--- config.mk ---
export PLATFORM = sky130hd
export DESIGN_NAME = led_fade_pwm_flat
export DESIGN_NICKNAME = d
export VERILOG_FILES = /design/src/rtl/led_fade_pwm_if.sv /design/src/rtl/led_fade_pwm.sv /design/src/flat_wrapper.sv
export SDC_FILE = /design/constraint.sdc
export NUM_CORES = 1
export LEC_CHECK = 0
export CORE_UTILIZATION = 63
export DETAILED_ROUTE_END_ITERATION = 16
export GPL_TIMING_DRIVEN = 0
export PLACE_DENSITY_LB_ADDON = 0.1
export SYNTH_ARGS = -nofsm -noshare
export SYNTH_HDL_FRONTEND = slang
export SYNTH_SLANG_ARGS = --single-unit
--- constraint.sdc ---
create_clock -name clk -period 2.75 [get_ports clk]
set_input_delay 0.6875 -clock clk [delete_from_list [all_inputs] [get_ports clk]]
set_output_delay 0.6875 -clock clk [all_outputs]
set_load 0.02 [all_outputs]
--- src/rtl/led_fade_pwm_if.sv ---
// Pattern handshake between the LED pattern generator and the fade stage.
// No logic, so it adds no latency.
// The pattern is held by the master while in_valid=1 and in_ready=0.
interface led_fade_pwm_if #(
  parameter int CHANNELS = 5
);
  logic [CHANNELS-1:0] in_pattern;
  logic                in_valid;
  logic                in_ready;

  modport master (output in_pattern, output in_valid, input in_ready);
  modport slave  (input in_pattern, input in_valid, output in_ready);
endinterface

--- src/rtl/led_fade_pwm.sv ---
// Fades each LED channel linearly toward an on/off target and drives the pads with PWM.
// led is registered from (level > pwm_cnt), one cycle behind; a full ramp takes MAX*2^STEP_LOG2 cycles.
// in_ready drops for the whole ramp; a pattern offered meanwhile is taken on the first idle cycle.
module led_fade_pwm #(
  parameter int CHANNELS  = 5,
  parameter int PWM_BITS  = 8,
  parameter int STEP_LOG2 = 14
) (
  input  logic                clk,
  input  logic                rst_n,
  led_fade_pwm_if.slave       in_if,
  output logic [CHANNELS-1:0] led,
  output logic                busy
);

  typedef logic [PWM_BITS-1:0]  level_t;
  typedef logic [STEP_LOG2-1:0] presc_t;

  localparam level_t LVL_MAX   = {PWM_BITS{1'b1}};
  localparam level_t LVL_ZERO  = {PWM_BITS{1'b0}};
  localparam level_t LVL_ONE   = {{(PWM_BITS-1){1'b0}}, 1'b1};
  localparam presc_t PRESC_ONE = {{(STEP_LOG2-1){1'b0}}, 1'b1};

  typedef enum logic {
    ST_IDLE = 1'b0,
    ST_RAMP = 1'b1
  } state_t;

  state_t              state_q, state_d;
  presc_t              presc_q, presc_d;
  level_t              pwm_cnt_q, pwm_cnt_d;
  logic [CHANNELS-1:0] target_q, target_d;
  level_t              level_q [CHANNELS];
  level_t              level_d [CHANNELS];
  logic [CHANNELS-1:0] led_q, led_d;

  logic tick;
  logic settled;
  logic ready;
  logic accept;

  // Free-running prescaler and PWM counter; tick marks the last prescaler cycle.
  always_comb begin
    presc_d   = presc_q + PRESC_ONE;
    pwm_cnt_d = pwm_cnt_q + LVL_ONE;
    tick      = &presc_q;
  end

  // Every channel sits at the rail its target bit asks for.
  always_comb begin
    settled = 1'b1;
    for (int i = 0; i < CHANNELS; i++) begin
      if (level_q[i] != (target_q[i] ? LVL_MAX : LVL_ZERO)) begin
        settled = 1'b0;
      end
    end
  end

  // Capture a new target on a handshake; the level update below still sees the old target this cycle.
  always_comb begin
    accept   = in_if.in_valid & ready;
    target_d = accept ? in_if.in_pattern : target_q;
  end

  // One saturating step per channel on each tick, toward the current target.
  always_comb begin
    for (int i = 0; i < CHANNELS; i++) begin
      level_d[i] = level_q[i];
      if (tick) begin
        if (target_q[i] && (level_q[i] != LVL_MAX)) begin
          level_d[i] = level_q[i] + LVL_ONE;
        end else if (!target_q[i] && (level_q[i] != LVL_ZERO)) begin
          level_d[i] = level_q[i] - LVL_ONE;
        end
      end
    end
  end

  // PWM compare, registered so the pads see a clean edge.
  always_comb begin
    for (int i = 0; i < CHANNELS; i++) begin
      led_d[i] = (level_q[i] > pwm_cnt_q);
    end
  end

  // FSM state register.
  always_ff @(posedge clk or negedge rst_n) begin
    if (!rst_n) begin
      state_q <= ST_IDLE;
    end else begin
      state_q <= state_d;
    end
  end

  // FSM next state: a differing pattern starts a ramp, which ends once every level is settled.
  always_comb begin
    state_d = state_q;
    case (state_q)
      ST_IDLE: begin
        if (accept && (in_if.in_pattern != target_q)) begin
          state_d = ST_RAMP;
        end
      end
      ST_RAMP: begin
        if (settled) begin
          state_d = ST_IDLE;
        end
      end
      default: state_d = ST_IDLE;
    endcase
  end

  // FSM outputs: ready only while idle.
  always_comb begin
    ready = (state_q == ST_IDLE);
  end

  // Datapath registers.
  always_ff @(posedge clk or negedge rst_n) begin
    if (!rst_n) begin
      presc_q   <= '0;
      pwm_cnt_q <= '0;
      target_q  <= '0;
      led_q     <= '0;
      for (int i = 0; i < CHANNELS; i++) begin
        level_q[i] <= '0;
      end
    end else begin
      presc_q   <= presc_d;
      pwm_cnt_q <= pwm_cnt_d;
      target_q  <= target_d;
      led_q     <= led_d;
      for (int i = 0; i < CHANNELS; i++) begin
        level_q[i] <= level_d[i];
      end
    end
  end

  assign in_if.in_ready = ready;
  assign busy           = ~ready;
  assign led            = led_q;

endmodule
--- src/flat_wrapper.sv ---
// flat-port wrapper written by rule: the top's interface ports become plain ports
module led_fade_pwm_flat 
#(
  parameter int CHANNELS  = 5,
  parameter int PWM_BITS  = 8,
  parameter int STEP_LOG2 = 14
)
  (clk, rst_n, led, busy, in_if_in_pattern, in_if_in_valid, in_if_in_ready);
  led_fade_pwm_if #(.CHANNELS(CHANNELS)) in_if_i ();
  input  logic clk;
  input  logic rst_n;
  output logic [CHANNELS-1:0] led;
  output logic busy;
  input wire logic [$bits(in_if_i.in_pattern)-1:0] in_if_in_pattern;
  input wire logic [$bits(in_if_i.in_valid)-1:0] in_if_in_valid;
  output wire logic [$bits(in_if_i.in_ready)-1:0] in_if_in_ready;
  assign in_if_i.in_pattern = in_if_in_pattern;
  assign in_if_i.in_valid = in_if_in_valid;
  assign in_if_in_ready = in_if_i.in_ready;
  led_fade_pwm #(.CHANNELS(CHANNELS), .PWM_BITS(PWM_BITS), .STEP_LOG2(STEP_LOG2)) u_core (.clk(clk), .rst_n(rst_n), .in_if(in_if_i), .led(led), .busy(busy));
endmodule
### M1 wires

Supply wires on this layer in gray.
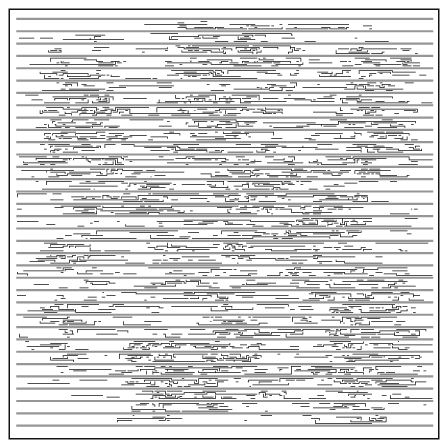
The layer carries 5310 µm of wire. The layer holds 42% of the routed length.
Via Count: 4700
met1 Use GR: 36.0%

### Signal wires on met2

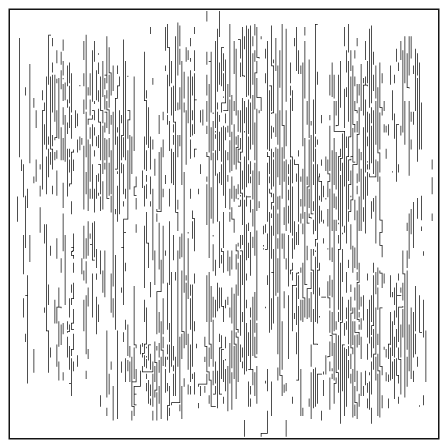
The layer holds 51% of the routed length. The wires run mostly vertical. 603 nets have wire on it. The layer carries 6490 µm of wire.
M2 GR Usage: 51.5%
drt total wl: 12700 µm

==> ci_impl_report.md <==
## Implementation flow summary

| Metric | Value |
|---|---|
| Clock Skews | `0.0112 ns` |
| Tmin final | `2.67 ns` |
| Dpl hpwl | `approximately 8800 µm` |
| Largest net degree at the start of global routing | `53` |
| Psw | `0.00122 W` |
| Sequential cell area share | `between 30% and 40%` |
| Critical Path AT | `between 2 and 3 ns` |
| Crit. End Element | `flip-flop` |
| Ys Warns | `0` |
| Finished Layout Cells | `740` |
| Top cells by area | `dfrtp_1 (34%), ha_1 (14%), xnor2_1 (5.4%), xor2_1 (4.6%), o21ai_0 (4.0%)` |
| Status | `finished clean` |
| Worst slew pin tran | `~0.60 ns` |
| Fin. max-slew vios | `0` |
| Max H-tree Level | `3` |
| Setup crit start | `u_core.level_q[17]$_DFFE_PN0P_` |
| Min-Delay Path Class | `input port to asynchronous set/reset pin` |
| Root Buffer | `clkbuf_8` |
| Clock net power | `a little under 0.0009 W` |
| Reg2reg end | `u_core.level_q[23]$_DFFE_PN0P_` |
| Post_cts resized | `5` |
| Initial antenna violation count | `0` |
| Gr busiest metal | `met2` |
| Post-Layout Inst Area | `roughly 0.006 mm²` |
| Number of flip-flops in the largest register | `40` |
| Sw Share | `37.1%` |
| Longest Clk Path Bufs | `2` |
| Setup total negative slack | `0 ns` |
| Core area | `0.00826 mm²` |
| Met3 WL post-DR | `roughly 550 µm` |
| Synth Flop Type | `dfrtp_1` |
| Inverters | `30` |
| Setup ws final | `0.0780 ns` |
| Share of cells above drive strength 1 | `12.0%` |
| Ys flops | `about 73` |
### Signal wires on met3

Scale bar: 20 µm. Cells faint in the background.
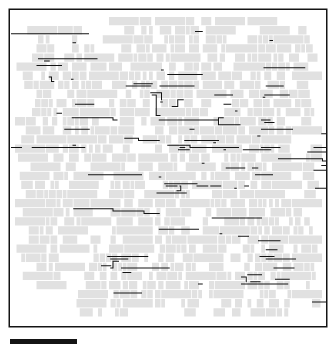
The longest straight run is 23.0 µm. The wires run mostly horizontal. 63 nets have wire on it.

### The metal 4 layer

Supply wires on this layer in gray. Cells faint in the background.
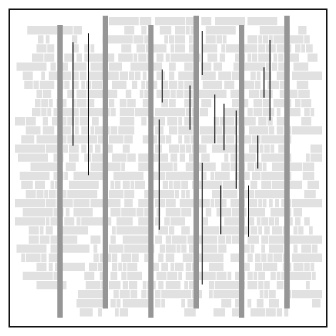
The wires run mostly vertical. 14 nets have wire on it. The layer holds 2.4% of the routed length. The layer carries 299 µm of wire.

Power is estimated from default activity; no workload was simulated.
